Design beamform_seq_ctrl, sky130hd; sources not shown.
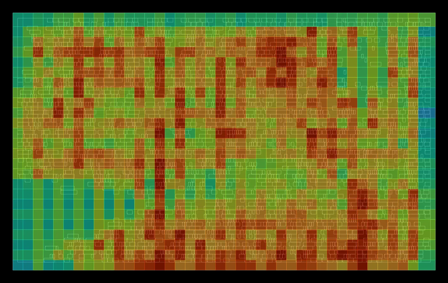
Fig. 1. Track usage over the die.
M1 GR Usage: 38.5%
met3 Resource Use GR: 7.21%

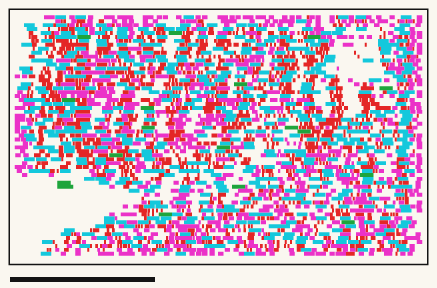
Fig. 2. Placed cells, one color a class.
Bar = 100 microns.
| color | class | cells |
|---|---|---|
| red | all other logic | 1522 |
| cyan | flip-flops | 498 |
| magenta | other buffers and delay cells | 804 |
| green | clock drivers and dummy loads | 18 |
number of cell rows: 61
proportion of cell area occupied by registers: 35.7%
end-of-flow core utilization: 60.3%
cell area after layout: 28100 sq um
core footprint: 46600 sq um

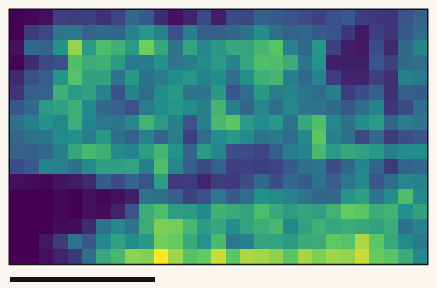
Fig. 3. Wiring heat map.
Bar = 100 microns. 29 x 17 tiles, from dark purple (low) to yellow (high), scaled to the fullest tile. Values are wire area over tile area, all layers added.
tiles over half the peak: 32%
fullest tile: 0.62
nearly empty tiles: 3.7%
emptiest ninth of the die: lower left
final routed wirelength across all metal layers: 75700 microns
total via count in the routed design: 17300

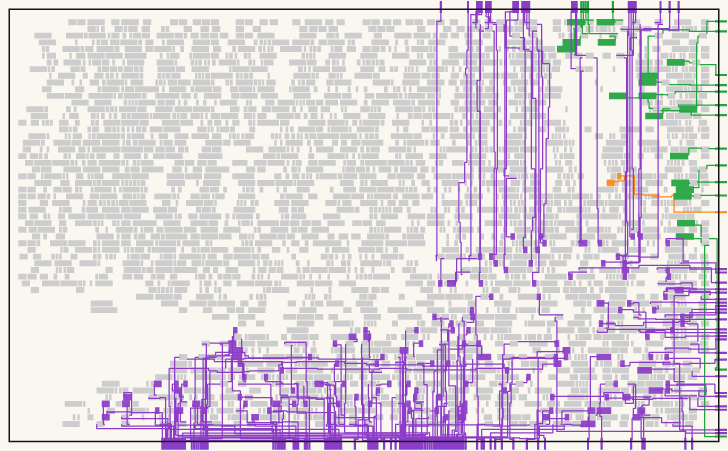
Fig. 4. Nets reached from selected ports.
| color | port | direction | edge | end cells | buffers | wire |
|---|---|---|---|---|---|---|
| green | `m_yQ` | output | 13 right, 5 top | 18 | 18 | 479 microns |
| orange | `en` | input | right | 3 | 1 | 68.5 microns |
| purple | `s_u` | input | 95 bottom, 25 top, 24 right | 144 | 144 | 8700 microns |
number of I/O pins: 556
number of buffers inserted by port buffering: 555

==> results_tabular.tex <==
% Implementation results table
\begin{tabular}{lr}
\hline
Metric & Value \\
\hline
\multicolumn{2}{l}{\textbf{Cells and area}} \\
ClkCell Share & 1.62\% \\
Fill cell instance count of the final layout & 4034 \\
Signal buffers share of area & 30.9\% \\
Flop area & 10000 sq um \\
Comb/total area & 27.6\% \\
Comb. cell area & 7740 sq um \\
Largest contributor to cell area by class & registers \\
FF+latch count & 498 \\
Combinational gates & 1444 \\
Final layout net count & 3075 \\
Final instance count without filler cells & 3486 \\
Number of ordinary inverters in the final layout & 78 \\
Clock buffer instance count of the final layout & 17 \\
Plain + repair buffers & 804 \\
Top logic cell by instance count in the layout & sky130\_fd\_sc\_hd\_\_nor2\_1 \\
\multicolumn{2}{l}{\textbf{Floorplanning}} \\
Chip height & 175 microns \\
Tap Count & 630 \\
Die Span X & 288 microns \\
Core utilization at floorplan & 36.7\% \\
Total die size & 50300 sq um \\
\multicolumn{2}{l}{\textbf{Logic synthesis}} \\
Leading area contributor after synthesis & sky130\_fd\_sc\_hd\_\_dfxtp\_1 \\
Yosys stat chip area & 17100 sq um \\
Most common library cells after synthesis & 922 x sky130\_fd\_sc\_hd\_\_nor2\_1, 498 x sky130\_fd\_sc\_hd\_\_dfxtp\_1, 406 x sky130\_fd\_sc\_hd\_\_o21ai\_0 \\
Proportion of synthesized chip area in sequential cells & 58.2\% \\
Share of flip-flops with an asynchronous set or reset after synthesis & 0\% \\
Most repeated cell in the gate-level netlist after synthesis & sky130\_fd\_sc\_hd\_\_nor2\_1 \\
Yosys Warn Count & 0 \\
Tally of unique sky130hd cells used after synthesis & 30 \\
Proportion of netlist area held by the largest area contributor & 58.2\% \\
Top flip-flop cell by instance count after synthesis & sky130\_fd\_sc\_hd\_\_dfxtp\_1 \\
Post-synthesis instance area & 17100 sq um \\
Total cells reported by yosys after synthesis & 2158 \\
\multicolumn{2}{l}{\textbf{Critical path}} \\
Kind of cell with the highest combined delay on the critical path & buffers and inverters \\
Reg2Reg Depth & 11 \\
Slowest stage cell, crit path & sky130\_fd\_sc\_hd\_\_dfxtp\_4 \\
CP max stage delay & 380 ps \\
Maximum fanout encountered on the critical timing path & 3 \\
FF-to-FF setup slack & -190 ps \\
Data arrival time at the worst-slack endpoint & 1640 ps \\
CP endpoint kind & output port \\
Kind of critical path & reg2out \\
Logic depth of the worst setup path including buffers & 6 \\
Required time of the worst setup path & 1440 ps \\
\multicolumn{2}{l}{\textbf{Place}} \\
Placed cells & 3343 \\
Final RePlAce weighted congestion & 0.927 \\
\multicolumn{2}{l}{\textbf{Route}} \\
Via count normalized by instance count & 4.96 \\
DRT antenna net count & 0 \\
DRC violations left & 0 \\
WL/cell & 21.7 microns \\
Highest metal layer used by the detailed router & met4 \\
\multicolumn{2}{l}{\textbf{CTS}} \\
Buffer depth of the longest clock path & 3 \\
TritonCTS Sinks & 498 \\
Cell chosen for the clock root & sky130\_fd\_sc\_hd\_\_clkbuf\_16 \\
Number of CTS-inserted buffers & 16 \\
TritonCTS clock tree & done \\
Register clock-pin slew on the reported worst setup and hold paths & 140 ps \\
Level count of the clock H-tree & 1 \\
\multicolumn{2}{l}{\textbf{Global routing}} \\
Overall track demand over capacity in global routing & 28.1\% \\
Aggregate global routing overflow & 0 \\
Wire length of the first global-routing pass & 105000 microns \\
Vias in the first global route & 16000 \\
\multicolumn{2}{l}{\textbf{Job}} \\
Number of max-cap violations & 0 \\
\multicolumn{2}{l}{\textbf{Power and ir drop}} \\
Power Dens Cells & 1210 nW/um\^{}2 \\
Static leakage & 0.0114 uW \\
Largest vdd supply drop & 0.000722 V \\
Total power & 34100 uW \\
\multicolumn{2}{l}{\textbf{Final timing}} \\
Worst setup slack after layout & -200 ps \\
Total of endpoints with negative setup slack in the final report & 461 \\
Final period util & 112\% \\
Worst hold slack across all endpoints & 91.5 ps \\
Measured slew at the worst slew-check pin & 704 ps \\
Slew Viols, Final & 0 \\
Relative slew margins & 53.1\% \\
\multicolumn{2}{l}{\textbf{Run status}} \\
Failing checks & setup timing \\
Run status & finished with violations \\
\multicolumn{2}{l}{\textbf{Worst hold path}} \\
Hold/Removal Path Class & in2reg \\
\hline
\end{tabular}
## report_power, final
group          switching (uW)  total (uW)  internal [uW]  leakage, uW
logic                    6140       12900           6740      0.00706
registers                1200       15400          14200      0.00408
clock network            3900        5880           1980     0.000221
## cell families after synthesis
family | after synthesis | share of synthesized area (%)
AND-OR/OR-AND | 445 | 13.0
XOR/XNOR | 1 | 0.0511
adder cells (fa/ha/maj) | 9 | 0.657
buffers and inverters | 219 | 5.78
flip-flops | 498 | 58.2
AND/OR/NAND/NOR | 986 | 22.3
## routing by layer
layer  vias up  GRT usage, %
li1       8212             -
met1      8342          38.5
met2       621          43.1
met3       123          7.21
met4         0          9.22
met5         -             0
## what timing repair did
action	CTS	global route
cloned	32	17
pin swaps	42	67
buffers inserted	40	22
gates resized	617	422
setup endpoints to repair	804	809
No activity file was given, so power comes from the tool's default toggle rates.
